==> src/rtl/ieee1500_wsp_controller_pkg.sv <==
`default_nettype none
// +--------------------------------------------------------------------+
// | ieee1500_pkg: shared FSM state encoding, WIR opcodes, length limit |
// | Rev 1.0                                                            |
// +--------------------------------------------------------------------+
package ieee1500_pkg;

    localparam int c_max_len = 32;

    typedef enum logic [2:0] {
        ST_IDLE    = 3'd0,
        ST_CAPTURE = 3'd1,
        ST_SHIFT   = 3'd2,
        ST_UPDATE  = 3'd3,
        ST_DONE    = 3'd4
    } state_t;

    localparam logic [2:0] c_wir_bypass  = 3'b000;
    localparam logic [2:0] c_wir_extest  = 3'b001;
    localparam logic [2:0] c_wir_intest  = 3'b010;
    localparam logic [2:0] c_wir_sample  = 3'b011;
    localparam logic [2:0] c_wir_clamp   = 3'b100;
    localparam logic [2:0] c_wir_mbist   = 3'b101;
    localparam logic [2:0] c_wir_runbist = 3'b110;

endpackage
`default_nettype wire

==> src/rtl/ieee1500_wsp_controller_if.sv <==
`default_nettype none
// +--------------------------------------------------------------------+
// | ieee1500_wsp_controller_if: host request/response and WSP signals  |
// | Rev 1.0                                                            |
// +--------------------------------------------------------------------+
interface ieee1500_wsp_controller_if
    import ieee1500_pkg::*;
#(
    parameter int MAX_LEN = c_max_len,
    parameter int LEN_W   = 6
) ();
    logic               start;
    logic               is_wir;
    logic [LEN_W-1:0]   length;
    logic [MAX_LEN-1:0] tx_data;
    logic               busy;
    logic               done;
    logic               err;
    logic [MAX_LEN-1:0] rx_data;
    logic               wsi;
    logic               wso;
    logic               selectwir, capturewir, shiftwir, updatewir;
    logic               selectwdr, capturewdr, shiftwdr, updatewdr;

    modport slave (
        input  start, is_wir, length, tx_data, wso,
        output busy, done, err, rx_data, wsi,
        output selectwir, capturewir, shiftwir, updatewir,
        output selectwdr, capturewdr, shiftwdr, updatewdr
    );

    modport master (
        output start, is_wir, length, tx_data, wso,
        input  busy, done, err, rx_data, wsi,
        input  selectwir, capturewir, shiftwir, updatewir,
        input  selectwdr, capturewdr, shiftwdr, updatewdr
    );
endinterface
`default_nettype wire

==> src/rtl/ieee1500_wsp_shifter.sv <==
`default_nettype none
// +--------------------------------------------------------------------+
// | ieee1500_wsp_shifter: tx/rx shift registers and shift bit counter  |
// | Rev 1.0                                                            |
// +--------------------------------------------------------------------+
module ieee1500_wsp_shifter
    import ieee1500_pkg::*;
#(
    parameter int MAX_LEN = c_max_len,
    parameter int LEN_W   = 6
) (
    input  wire logic               clk,
    input  wire logic               rst_n,
    input  wire logic               i_load,
    input  wire logic               i_shift,
    input  wire logic [LEN_W-1:0]   i_length,
    input  wire logic [MAX_LEN-1:0] i_tx_data,
    input  wire logic               i_wso,
    output logic                    o_wsi_bit,
    output logic                    o_cnt_zero,
    output logic [MAX_LEN-1:0]      o_rx_data
);
    logic [MAX_LEN-1:0] r_tx;
    logic [MAX_LEN-1:0] r_rx;
    logic [MAX_LEN-1:0] r_bit;
    logic [LEN_W-1:0]   r_cnt;

    // r_bit is a one-hot pointer to the rx bit written in the current shift cycle
    always_ff @(posedge clk) begin
        if (!rst_n) begin
            r_tx  <= '0;
            r_rx  <= '0;
            r_bit <= '0;
            r_cnt <= '0;
        end else if (i_load) begin
            r_tx  <= i_tx_data;
            r_rx  <= '0;
            r_bit <= MAX_LEN'(1);
            r_cnt <= i_length - LEN_W'(1);
        end else if (i_shift) begin
            r_tx  <= r_tx >> 1;
            r_rx  <= i_wso ? (r_rx | r_bit) : r_rx;
            r_bit <= r_bit << 1;
            if (!o_cnt_zero) begin
                r_cnt <= r_cnt - LEN_W'(1);
            end
        end
    end

    assign o_wsi_bit  = r_tx[0];
    assign o_cnt_zero = (r_cnt == '0);
    assign o_rx_data  = r_rx;

endmodule
`default_nettype wire

==> src/rtl/ieee1500_wsp_controller.sv <==
`default_nettype none
// +--------------------------------------------------------------------+
// | ieee1500_wsp_controller: sequences one WIR/WDR scan on the WSP     |
// | Rev 1.0                                                            |
// +--------------------------------------------------------------------+
module ieee1500_wsp_controller
    import ieee1500_pkg::*;
#(
    parameter int MAX_LEN = c_max_len,
    parameter int LEN_W   = 6
) (
    input  wire logic               wrck,
    input  wire logic               wrstn,
    ieee1500_wsp_controller_if.slave bus
);
    state_t             r_state;
    state_t             w_state_nxt;
    logic               r_is_wir;
    logic               r_err;
    logic               w_len_ok;
    logic               w_accept;
    logic               w_reject;
    logic               w_sel, w_cap, w_shift, w_upd, w_done;
    logic               w_wsi_bit;
    logic               w_cnt_zero;
    logic [MAX_LEN-1:0] w_rx_data;

    assign w_len_ok = (bus.length != '0) && (int'(bus.length) <= MAX_LEN);
    assign w_accept = (r_state == ST_IDLE) && bus.start && w_len_ok;
    assign w_reject = (r_state == ST_IDLE) && bus.start && !w_len_ok;

    always_ff @(posedge wrck) begin
        if (!wrstn) begin
            r_state  <= ST_IDLE;
            r_is_wir <= 1'b0;
            r_err    <= 1'b0;
        end else begin
            r_state <= w_state_nxt;
            if (w_accept) begin
                r_is_wir <= bus.is_wir;
            end
            if (r_state == ST_IDLE) begin
                r_err <= w_reject;
            end
        end
    end

    always_comb begin
        w_state_nxt = r_state;
        w_sel       = 1'b0;
        w_cap       = 1'b0;
        w_shift     = 1'b0;
        w_upd       = 1'b0;
        w_done      = 1'b0;
        case (r_state)
            ST_IDLE: begin
                if (bus.start) begin
                    w_state_nxt = w_len_ok ? ST_CAPTURE : ST_DONE;
                end
            end
            ST_CAPTURE: begin
                w_sel       = 1'b1;
                w_cap       = 1'b1;
                w_state_nxt = ST_SHIFT;
            end
            ST_SHIFT: begin
                w_sel   = 1'b1;
                w_shift = 1'b1;
                if (w_cnt_zero) begin
                    w_state_nxt = ST_UPDATE;
                end
            end
            ST_UPDATE: begin
                w_sel       = 1'b1;
                w_upd       = 1'b1;
                w_state_nxt = ST_DONE;
            end
            ST_DONE: begin
                w_done      = 1'b1;
                w_state_nxt = ST_IDLE;
            end
            default: begin
                w_state_nxt = ST_IDLE;
            end
        endcase
    end

    ieee1500_wsp_shifter #(
        .MAX_LEN (MAX_LEN),
        .LEN_W   (LEN_W)
    ) u_shifter (
        .clk        (wrck),
        .rst_n      (wrstn),
        .i_load     (w_accept),
        .i_shift    (w_shift),
        .i_length   (bus.length),
        .i_tx_data  (bus.tx_data),
        .i_wso      (bus.wso),
        .o_wsi_bit  (w_wsi_bit),
        .o_cnt_zero (w_cnt_zero),
        .o_rx_data  (w_rx_data)
    );

    assign bus.busy    = (r_state != ST_IDLE);
    assign bus.done    = w_done;
    assign bus.err     = w_done && r_err;
    assign bus.rx_data = w_rx_data;
    assign bus.wsi     = w_shift && w_wsi_bit;

    // Only one of the two control groups is ever gated on by the latched scan type
    assign bus.selectwir  = w_sel   &&  r_is_wir;
    assign bus.capturewir = w_cap   &&  r_is_wir;
    assign bus.shiftwir   = w_shift &&  r_is_wir;
    assign bus.updatewir  = w_upd   &&  r_is_wir;
    assign bus.selectwdr  = w_sel   && !r_is_wir;
    assign bus.capturewdr = w_cap   && !r_is_wir;
    assign bus.shiftwdr   = w_shift && !r_is_wir;
    assign bus.updatewdr  = w_upd   && !r_is_wir;

endmodule
`default_nettype wire

==> src/flat_wrapper.sv <==
// flat-port wrapper written by rule: the top's interface ports become plain ports
module ieee1500_wsp_controller_flat import ieee1500_pkg::*;
#(
    parameter int MAX_LEN = c_max_len,
    parameter int LEN_W   = 6
)
  (wrck, wrstn, bus_start, bus_is_wir, bus_length, bus_tx_data, bus_wso, bus_busy, bus_done, bus_err, bus_rx_data, bus_wsi, bus_selectwir, bus_capturewir, bus_shiftwir, bus_updatewir, bus_selectwdr, bus_capturewdr, bus_shiftwdr, bus_updatewdr);
  ieee1500_wsp_controller_if #(.MAX_LEN(MAX_LEN), .LEN_W(LEN_W)) bus_i ();
  input  wire logic wrck;
  input  wire logic wrstn;
  input wire logic [$bits(bus_i.start)-1:0] bus_start;
  input wire logic [$bits(bus_i.is_wir)-1:0] bus_is_wir;
  input wire logic [$bits(bus_i.length)-1:0] bus_length;
  input wire logic [$bits(bus_i.tx_data)-1:0] bus_tx_data;
  input wire logic [$bits(bus_i.wso)-1:0] bus_wso;
  output wire logic [$bits(bus_i.busy)-1:0] bus_busy;
  output wire logic [$bits(bus_i.done)-1:0] bus_done;
  output wire logic [$bits(bus_i.err)-1:0] bus_err;
  output wire logic [$bits(bus_i.rx_data)-1:0] bus_rx_data;
  output wire logic [$bits(bus_i.wsi)-1:0] bus_wsi;
  output wire logic [$bits(bus_i.selectwir)-1:0] bus_selectwir;
  output wire logic [$bits(bus_i.capturewir)-1:0] bus_capturewir;
  output wire logic [$bits(bus_i.shiftwir)-1:0] bus_shiftwir;
  output wire logic [$bits(bus_i.updatewir)-1:0] bus_updatewir;
  output wire logic [$bits(bus_i.selectwdr)-1:0] bus_selectwdr;
  output wire logic [$bits(bus_i.capturewdr)-1:0] bus_capturewdr;
  output wire logic [$bits(bus_i.shiftwdr)-1:0] bus_shiftwdr;
  output wire logic [$bits(bus_i.updatewdr)-1:0] bus_updatewdr;
  assign bus_i.start = bus_start;
  assign bus_i.is_wir = bus_is_wir;
  assign bus_i.length = bus_length;
  assign bus_i.tx_data = bus_tx_data;
  assign bus_i.wso = bus_wso;
  assign bus_busy = bus_i.busy;
  assign bus_done = bus_i.done;
  assign bus_err = bus_i.err;
  assign bus_rx_data = bus_i.rx_data;
  assign bus_wsi = bus_i.wsi;
  assign bus_selectwir = bus_i.selectwir;
  assign bus_capturewir = bus_i.capturewir;
  assign bus_shiftwir = bus_i.shiftwir;
  assign bus_updatewir = bus_i.updatewir;
  assign bus_selectwdr = bus_i.selectwdr;
  assign bus_capturewdr = bus_i.capturewdr;
  assign bus_shiftwdr = bus_i.shiftwdr;
  assign bus_updatewdr = bus_i.updatewdr;
  ieee1500_wsp_controller #(.MAX_LEN(MAX_LEN), .LEN_W(LEN_W)) u_core (.wrck(wrck), .wrstn(wrstn), .bus(bus_i));
endmodule
==> config.mk <==
export PLATFORM = sky130hd
export DESIGN_NAME = ieee1500_wsp_controller_flat
export DESIGN_NICKNAME = d
export VERILOG_FILES = /design/src/rtl/ieee1500_wsp_controller_pkg.sv /design/src/rtl/ieee1500_wsp_controller_if.sv /design/src/rtl/ieee1500_wsp_shifter.sv /design/src/rtl/ieee1500_wsp_controller.sv /design/src/flat_wrapper.sv
export SDC_FILE = /design/constraint.sdc
export NUM_CORES = 1
export LEC_CHECK = 0
export ABC_AREA = 1
export CAP_MARGIN = 10
export CORE_UTILIZATION = 40
export DETAILED_ROUTE_END_ITERATION = 6
export GPL_TIMING_DRIVEN = 1
export PLACE_DENSITY = 0.67
export SLEW_MARGIN = 20
export SYNTH_ARGS = -nofsm -noshare
export SYNTH_HDL_FRONTEND = slang
export SYNTH_SLANG_ARGS = --single-unit
==> constraint.sdc <==
create_clock -name wrck -period 1.77 [get_ports wrck]
set_input_delay 0.531 -clock wrck [delete_from_list [all_inputs] [get_ports wrck]]
set_output_delay 0.531 -clock wrck [all_outputs]
set_load 0.02 [all_outputs]
Fig. 1: run 1, met1 routing
Scale: 4 px per micron. Supply wires on this layer in gray.
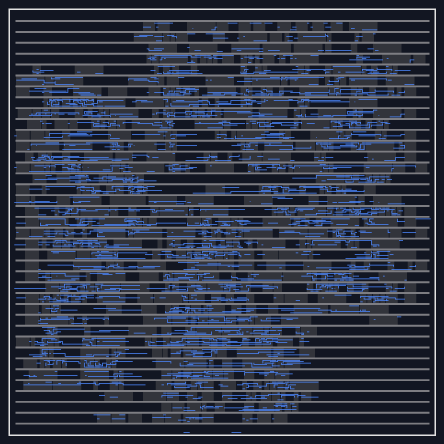
wire length on this layer	4410 microns
main direction	horizontal
longest straight run	30.4 microns
nets with wire on the layer	654

Fig. 2: run 1, M2 wires
Scale: 4 px per micron.
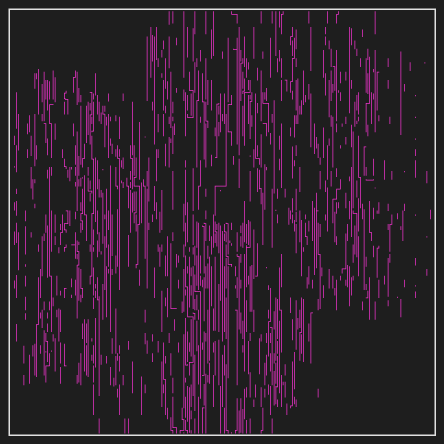
wire length on this layer	4960 microns
nets with wire on the layer	553

==> run notes, run 1 <==
yosys + openroad results -> run status complete, but fails checks, failing checks setup timing, number of tap cells added at floorplan 136, global-route wire length before repair 16100 microns, total internal power 3.64 mW, actual slew at the worst max-slew pin 387 ps, startpoint of the lowest-slack register-to-register path u_core.r_state[0], Final setup violation count 8, pin count of the biggest net entering global routing 64, Flop Count 107, ys async rst share 0%, Commonest Layout Cell sky130_fd_sc_hd__nand2_1, Period minus WS final 1840 ps, proportion of synthesized chip area in sequential cells 49.4%, net load switching power 1.63 mW, fraction of power consumed by the clock network 27.3%, fraction of layout instances using a drive strength above 1 21.2%, crit path setup slack, layout -67.8 ps, first-pass detailed-route iteration total 4, Adder Share, Synth 0.289%, Clock buffers and inverters, area share 3.28%
Fig. 3: run 1, M3 wires
Scale: 6 px per micron.
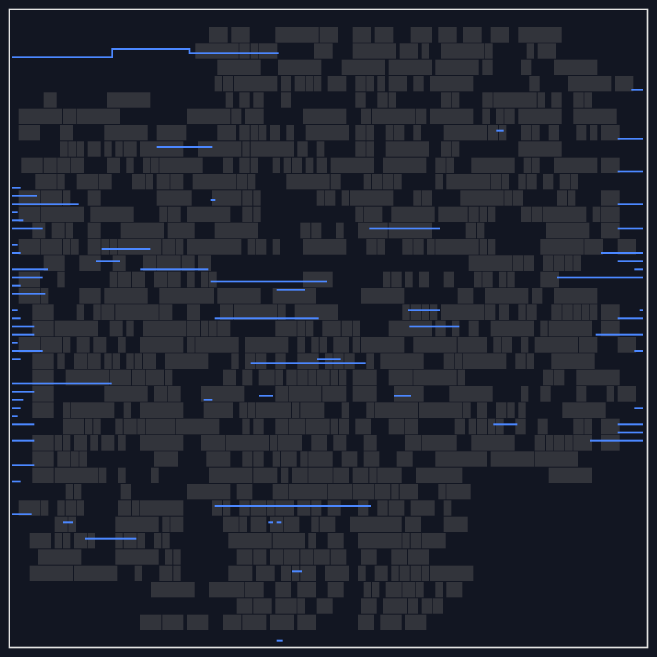
longest straight run	25.8 microns
nets with wire on the layer	61

==> run 1 -> run 2 <==
- CAP_MARGIN: 10 -> 20
Fig. 4: run 2, M3 wires
Scale: 6 px per micron.
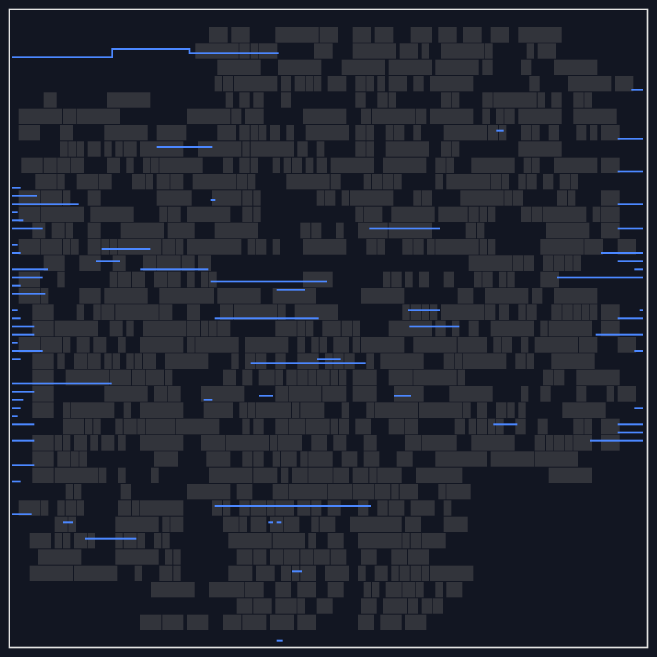
nets with wire on the layer	61
main direction	horizontal
share of all routed wire	3.9%
wire length on this layer	382 microns

==> run 2 against run 1 <==
The flow still finishes with violations (setup timing). First-iteration DRC count did not move. Critical endpoint unchanged. Fmax unchanged. Sequential share of layout area is the same. Clock power about the same. Via count unchanged.
==> run notes, run 2 <==
yosys + openroad results -> Adder Share, Synth 0.289%, number of tap cells added at floorplan 136, total internal power 3.64 mW, Flop Count 107, pin count of the biggest net entering global routing 64, crit path setup slack, layout -67.8 ps, failing checks setup timing, via count of the first global-routing pass 3663, Clock buffers and inverters, area share 3.28%, fraction of layout instances using a drive strength above 1 21.2%, proportion of synthesized chip area in sequential cells 49.4%, Final setup violation count 8, startpoint of the lowest-slack register-to-register path u_core.r_state[0], post-synthesis cell type with the largest combined area sky130_fd_sc_hd__dfxtp_1, fill cell instance count of the final layout 971, fraction of power spent switching nets 30.9%, first-pass detailed-route iteration total 4, Commonest Layout Cell sky130_fd_sc_hd__nand2_1, run status complete, but fails checks, fraction of power consumed by the clock network 27.3%
==> run 2 -> run 3 <==
- CAP_MARGIN: 20 -> not set
- SLEW_MARGIN: 20 -> 25
Fig. 5: run 3, M2 wires
Scale: 4 px per micron.
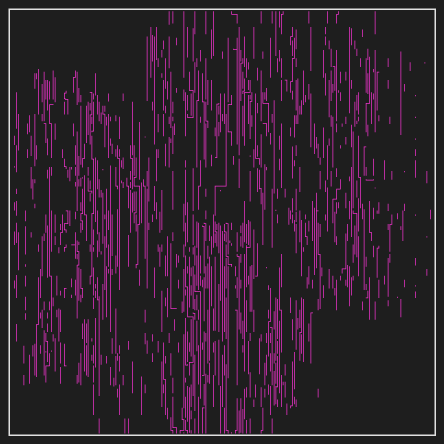
global-route met2 utilization: 30.0%
vias post-DR: 3976

==> run 3 against run 2 <==
Clock power is essentially flat. Total power is the same. Die size is the same. Synthesized cell count is the same. Clock skew is the same. Global-route usage is the same. Final cell count is the same. Design area is the same. Fmax is the same. Sequential power is essentially flat. The run still ends with setup timing left. Count of clock-buffer cells in the layout is the same. Register-to-register slack is essentially flat.
==> run notes, run 3 <==
yosys + openroad results -> crit path setup slack, layout -67.8 ps, IO Count 87, number of tap cells added at floorplan 136, Commonest Layout Cell sky130_fd_sc_hd__nand2_1, CTS tree yes, drt first-iter violations 188, pin count of the biggest net entering global routing 64, first-pass detailed-route iteration total 4, actual slew at the worst max-slew pin 387 ps, fraction of power consumed by the clock network 27.3%, GRT busiest layer met2, fraction of layout instances using a drive strength above 1 21.2%, fraction of power spent switching nets 30.9%, net load switching power 1.63 mW, global-route wire length before repair 16100 microns, run status complete, but fails checks, startpoint of the lowest-slack register-to-register path u_core.r_state[0], Adder Share, Synth 0.289%, worst r2r path cells 14, Period minus WS final 1840 ps, Top cells by area sky130_fd_sc_hd__dfxtp_1, sky130_fd_sc_hd__nand2_1, sky130_fd_sc_hd__a21oi_1, via count of the first global-routing pass 3663, proportion of synthesized chip area in sequential cells 49.4%, post-synthesis cell type with the largest combined area sky130_fd_sc_hd__dfxtp_1, total internal power 3.64 mW, Final setup violation count 8, core area 10400 sq um, Max-area cell class sequential cells, failing checks setup timing, fill cell instance count of the final layout 971
Power and IR drop assume default switching activity.
